### src/rtl/bram_pkg.sv
// Shared types and helpers for the BRAM port controller.
package bram_pkg;

  localparam int unsigned DATA_W   = 32;
  localparam int unsigned BE_W     = DATA_W / 8;
  // The merge helper works on a wide fixed vector so any data width up to this size can reuse it.
  localparam int unsigned MERGE_BE = 8 * BE_W;
  localparam int unsigned MERGE_W  = 8 * MERGE_BE;

  typedef enum logic {
    IDLE  = 1'b0,
    MERGE = 1'b1
  } bram_state_e;

  // Byte-wise select: strobed bytes come from new_d, the rest from old_d.
  function automatic logic [MERGE_W-1:0] merge_bytes(input logic [MERGE_W-1:0]  old_d,
                                                     input logic [MERGE_W-1:0]  new_d,
                                                     input logic [MERGE_BE-1:0] be);
    logic [MERGE_W-1:0] res;
    res = '0;
    for (int k = 0; k < int'(MERGE_BE); k++) begin
      res[k*8 +: 8] = be[k] ? new_d[k*8 +: 8] : old_d[k*8 +: 8];
    end
    return res;
  endfunction

endpackage

### src/rtl/bram_rsp_fifo.sv
// Small response FIFO: registered storage, head word presented directly on rd_data.
module bram_rsp_fifo #(
  parameter  int unsigned WIDTH = 32,
  parameter  int unsigned DEPTH = 2,
  localparam int unsigned PW    = (DEPTH > 1) ? $clog2(DEPTH) : 1,
  localparam int unsigned CW    = $clog2(DEPTH + 1)
) (
  input  logic             clk,
  input  logic             reset,
  input  logic             push,
  input  logic [WIDTH-1:0] push_data,
  input  logic             pop,
  output logic [WIDTH-1:0] rd_data,
  output logic             valid,
  output logic [CW-1:0]    count
);

  logic [WIDTH-1:0] mem_q [DEPTH];
  logic [PW-1:0]    wr_ptr_q;
  logic [PW-1:0]    rd_ptr_q;
  logic [CW-1:0]    count_q;
  logic             full;
  logic             push_ok;
  logic             pop_ok;

  function automatic logic [PW-1:0] next_ptr(input logic [PW-1:0] p);
    return (p == PW'(DEPTH - 1)) ? '0 : p + PW'(1);
  endfunction

  assign full    = (count_q == CW'(DEPTH));
  assign pop_ok  = pop & (count_q != '0);
  assign push_ok = push & (~full | pop_ok);

  assign valid   = (count_q != '0);
  assign count   = count_q;
  assign rd_data = mem_q[rd_ptr_q];

  // Storage, pointers and occupancy.
  always_ff @(posedge clk or negedge reset) begin
    if (!reset) begin
      wr_ptr_q <= '0;
      rd_ptr_q <= '0;
      count_q  <= '0;
      for (int i = 0; i < int'(DEPTH); i++) mem_q[i] <= '0;
    end else begin
      if (push_ok) begin
        mem_q[wr_ptr_q] <= push_data;
        wr_ptr_q        <= next_ptr(wr_ptr_q);
      end
      if (pop_ok) rd_ptr_q <= next_ptr(rd_ptr_q);
      unique case ({push_ok, pop_ok})
        2'b10:   count_q <= count_q + CW'(1);
        2'b01:   count_q <= count_q - CW'(1);
        default: count_q <= count_q;
      endcase
    end
  end

endmodule

### src/rtl/bram_port_ctrl.sv
// Initiator-side controller for one BRAM port: reads, full writes and byte-masked RMW writes.
module bram_port_ctrl
  import bram_pkg::*;
#(
  parameter  int unsigned WIDTH     = DATA_W,
  parameter  int unsigned DEPTH     = 32,
  parameter  int unsigned RSP_DEPTH = 2,
  localparam int unsigned AW        = $clog2(DEPTH),
  localparam int unsigned BW        = WIDTH / 8
) (
  input  logic             clk,
  input  logic             reset,
  input  logic             req_valid,
  output logic             req_ready,
  input  logic             req_we,
  input  logic [AW-1:0]    req_addr,
  input  logic [BW-1:0]    req_be,
  input  logic [WIDTH-1:0] req_wdata,
  output logic             rsp_valid,
  input  logic             rsp_ready,
  output logic [WIDTH-1:0] rsp_rdata,
  output logic [AW-1:0]    mem_addr,
  output logic             mem_we,
  output logic [WIDTH-1:0] mem_din,
  input  logic [WIDTH-1:0] mem_dout
);

  localparam int unsigned CW = $clog2(RSP_DEPTH + 1);
  localparam int unsigned SW = CW + 1;

  bram_state_e      state_q;
  bram_state_e      state_d;
  logic [AW-1:0]    addr_q;
  logic [BW-1:0]    be_q;
  logic [WIDTH-1:0] wdata_q;
  logic             inflight_q;
  logic             rd_issue;
  logic             rmw_latch;
  logic             accept;
  logic             pop;
  logic [CW-1:0]    rsp_count;
  logic [SW-1:0]    credit_sum;
  logic             rd_credit;
  logic             be_full;
  logic             be_none;

  assign pop        = rsp_valid & rsp_ready;
  assign be_full    = &req_be;
  assign be_none    = ~|req_be;
  // Reads in flight plus queued responses, net of this cycle's pop, must fit in the FIFO.
  assign credit_sum = SW'(rsp_count) + SW'(inflight_q) - SW'(pop);
  assign rd_credit  = (credit_sum < SW'(RSP_DEPTH));

  // State register.
  always_ff @(posedge clk or negedge reset) begin
    if (!reset) state_q <= IDLE;
    else        state_q <= state_d;
  end

  // Next state, handshake and BRAM port drive.
  always_comb begin
    state_d   = state_q;
    req_ready = 1'b0;
    accept    = 1'b0;
    mem_addr  = '0;
    mem_we    = 1'b0;
    mem_din   = '0;
    rd_issue  = 1'b0;
    rmw_latch = 1'b0;
    unique case (state_q)
      IDLE: begin
        if (reset) req_ready = req_we ? 1'b1 : rd_credit;
        accept = req_valid & req_ready;
        if (accept) begin
          if (!req_we) begin
            mem_addr = req_addr;
            rd_issue = 1'b1;
          end else if (be_full) begin
            mem_addr = req_addr;
            mem_we   = 1'b1;
            mem_din  = req_wdata;
          end else if (!be_none) begin
            // Partial write: fetch the old word, merge it next cycle.
            mem_addr  = req_addr;
            rmw_latch = 1'b1;
            state_d   = MERGE;
          end
        end
      end
      MERGE: begin
        mem_addr = addr_q;
        mem_we   = 1'b1;
        mem_din  = WIDTH'(merge_bytes(MERGE_W'(mem_dout), MERGE_W'(wdata_q), MERGE_BE'(be_q)));
        state_d  = IDLE;
      end
      default: state_d = IDLE;
    endcase
  end

  // Read-in-flight flag and RMW request capture.
  always_ff @(posedge clk or negedge reset) begin
    if (!reset) begin
      inflight_q <= 1'b0;
      addr_q     <= '0;
      be_q       <= '0;
      wdata_q    <= '0;
    end else begin
      inflight_q <= rd_issue;
      if (rmw_latch) begin
        addr_q  <= req_addr;
        be_q    <= req_be;
        wdata_q <= req_wdata;
      end
    end
  end

  // Read data lands one cycle after issue and is queued for the consumer.
  bram_rsp_fifo #(
    .WIDTH (WIDTH),
    .DEPTH (RSP_DEPTH)
  ) u_rsp_fifo (
    .clk       (clk),
    .reset     (reset),
    .push      (inflight_q),
    .push_data (mem_dout),
    .pop       (pop),
    .rd_data   (rsp_rdata),
    .valid     (rsp_valid),
    .count     (rsp_count)
  );

endmodule

### config.mk
export PLATFORM = sky130hd
export DESIGN_NAME = bram_port_ctrl
export DESIGN_NICKNAME = d
export VERILOG_FILES = /design/src/rtl/bram_pkg.sv /design/src/rtl/bram_rsp_fifo.sv /design/src/rtl/bram_port_ctrl.sv
export SDC_FILE = /design/constraint.sdc
export NUM_CORES = 1
export LEC_CHECK = 0
export ABC_AREA = 1
export CORE_ASPECT_RATIO = 2
export CORE_MARGIN = 2
export CORE_UTILIZATION = 54
export CTS_CLUSTER_SIZE = 40
export DETAILED_ROUTE_END_ITERATION = 16
export GPL_TIMING_DRIVEN = 0
export PLACE_DENSITY = 0.88
export SLEW_MARGIN = 20
export SYNTH_ARGS = -nofsm -noshare
export SYNTH_HDL_FRONTEND = slang
export SYNTH_SLANG_ARGS = --single-unit
### constraint.sdc
create_clock -name clk -period 12.2 [get_ports clk]
set_clock_uncertainty 0.05 [all_clocks]
set_input_delay 3.66 -clock clk [delete_from_list [all_inputs] [get_ports clk]]
set_output_delay 3.66 -clock clk [all_outputs]
set_load 0.005 [all_outputs]
**Placement by cell class**

Scale bar: 20 um. Fill, decap, tap and diode cells in gray.
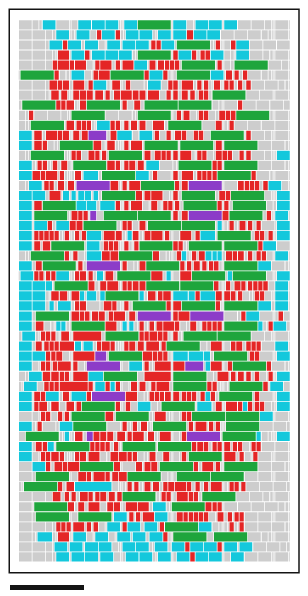
| class | color | cells | share of their area |
|---|---|---|---|
| other buffers and delay cells | cyan | 201 | 24% |
| clock drivers and dummy loads | purple | 14 | 3.5% |
| all other logic | red | 584 | 37% |
| flip-flops | green | 111 | 36% |
core area: 10810 um2
flop share of the area: 35.19%
row count: 54
cell area after layout: 7894 um2

**Placement view**

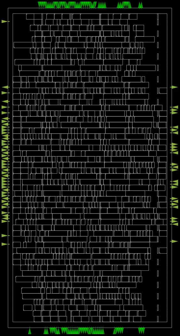
Fill cells: 848
Tapcells: 140
final non-filler cell total: 1050
flip-flops: 111

**Metal layers overlaid**

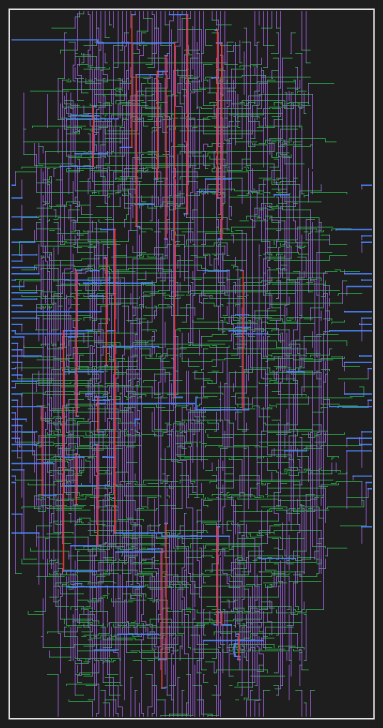
| layer | color | wire length |
|---|---|---|
| met2 | purple | 9320 um |
| met3 | blue | 647 um |
| met1 | green | 6150 um |
| met4 | red | 683 um |
via count: 5697
routed len/inst: 16.00 um
drt total wl: 16.80 mm
GRT Util Overall: 29.31%

**Signal metal coverage by tile**

The die is cut into 16 by 30 equal tiles; black is low, pale yellow is high, scaled to the fullest tile. Values are wire area over tile area, all layers added.
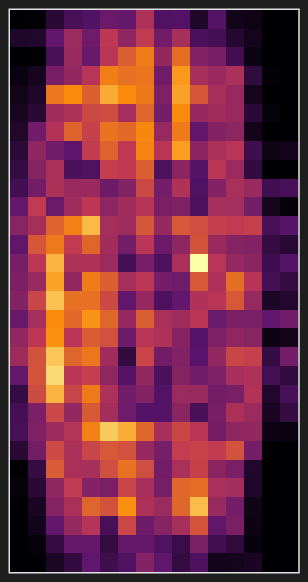
densest ninth of the die: left middle
fullest tile: 0.63
tiles over half the peak: 24%
mean over tiles: 0.23
nearly empty tiles: 9.2%

==> GITHUB_STEP_SUMMARY <==
## Implementation flow summary

| Metric | Value |
|---|---|
| Status | `completed` |
| Startpoint of the worst register-to-register path | `u_rsp_fifo.count[1]` |
| Die Y | `152.3 um` |
| Hold Slack | `0.4180 ns` |
| FP Util | `54.92%` |
| Cell count after synthesis | `747` |
| Layout cells sized above 1 | `12.09%` |
| Dpl cells | `1036` |
| First-pass GRT wire length | `27.61 mm` |
| Synth area leader | `dfrtp_1` |
| Critical Path Sink Type | `output pin` |
| Peak VDD IR | `114.4 uV` |
| Fin. Hold Viols | `0` |
| Yosys top cell by instances | `nand2_1` |
| Hold Path Sink | `wdata_q[12]` |
| Post-synth EDFFs | `0` |
| Vias in the first global route | `5700` |
| YS warnings | `0` |
| Synth top area share | `46.79%` |
| Number of max-cap violations | `0` |
| Slew @ Worst Pin | `0.5643 ns` |
| Synth Seq Share | `46.79%` |
| Async S/R FF share, synth | `100.0%` |
| Resize count post-CTS | `0` |
| Setup-failing EPs final | `0` |
| Reg2Reg Setup Slack | `9.31 ns` |
| Ys flop type | `dfrtp_1` |
| Tool warnings | `26` |
| Die ar. | `11900 um2` |
| Pleak | `3.901 nW` |
| Pin count of the biggest net entering global routing | `64` |
| DRC viols | `0` |
==> cells in the final DEF (no fill, tap or decap), types with 3 or more instances in the layout <==
cell,instances
o21ai_0,69
nand3_1,6
dfrtp_1,111
nand4_1,41
inv_1,48
buf_6,14
clkbuf_16,9
buf_2,10
nand2_1,302
nor2_1,3
clkbuf_1,23
clkdlybuf4s50_1,147
o21ai_2,52
buf_4,5
o21ai_1,9
a21oi_1,32
==> routing by layer <==
metal	GRT usage [%]	up-vias	wire, um	share of wire, %
li1	-	2744	-	-
met1	33.16	2711	6145	37
met2	53.04	192	9324	56
met3	4.028	50	647	3.9
met4	14.20	0	682	4.1
met5	0	-	0	0
==> area by class of cell <==
class	instances	area share, %
clock buffers	11	3.202
plain buffers	52	4.105
well taps	140	2.219
repair buffers	149	19.13
flip-flops and latches	111	35.19
clock inverters	3	0.2378
multi-input cells	533	33.49
inverters	51	2.425
==> worst max-delay path by stage <==
stage	startpoint	endpoint	slack (ns)	cells past startpoint
after floorplan	rsp_ready	mem_din[10]	3.00	10
after CTS	rsp_ready	mem_din[17]	1.77	12
final	rsp_ready	mem_din[17]	1.77	12
after detailed placement	rsp_ready	mem_din[17]	1.78	12
after global routing	rsp_ready	mem_addr[4]	1.60	13
after global placement	reset	mem_addr[4]	-1.12	6
==> through the flow <==
stage | worst slack, ns | utilization, % | total power (W) | setup TNS [ns]
finish | 1.773 | 73.02 | 0.001603 | 0
global route | 1.605 | 73.02 | 0.001721 | 0
CTS | 1.774 | 73.02 | 0.001605 | 0
detailed placement | 1.777 | 70.51 | 0.001329 | 0
global placement | -1.120 | 70.24 | 0.001303 | -36.98
floorplan | 3.004 | - | 0.001001 | 0
==> kinds of logic (layout without fill, tap and decap cells) <==
kind of cell	Yosys count	in the layout	synth area share, %
XOR/XNOR	2	2	0.2951
flip-flops	111	111	46.79
buffers and inverters	103	266	8.683
AND/OR/NAND/NOR	365	365	26.34
AND-OR/OR-AND	164	164	17.34
adder cells (fa/ha/maj)	2	2	0.5479
==> sequential cells by signal, indices dropped and copies added (netlist names) <==
register / cells
addr_q: 5
be_q: 4
inflight_q: 1
state_q: 1
u_rsp_fifo.count: 2
u_rsp_fifo.mem_q: 64
u_rsp_fifo.rd_ptr_q: 1
u_rsp_fifo.wr_ptr_q: 1
wdata_q: 32
==> critical path, stage by stage <==
cell	delay, ns
clkdlybuf4s50_1	0.50
nand2_1	0.12
inv_1	0.09
ha_1	0.22
or2_2	0.31
fa_1	0.50
nand3_2	0.14
nand2_4	0.13
nand4_4	0.14
buf_6	0.21
o21ai_2	0.16
clkdlybuf4s50_1	0.53
==> report_power, final <==
| part | switching (W) | internal, W |
|---|---|---|
| sequential | 0.0000915 | 0.000538 |
| clock | 0.000129 | 0.000148 |
| combinational | 0.000367 | 0.000329 |
No activity file was given, so power comes from the tool's default toggle rates.
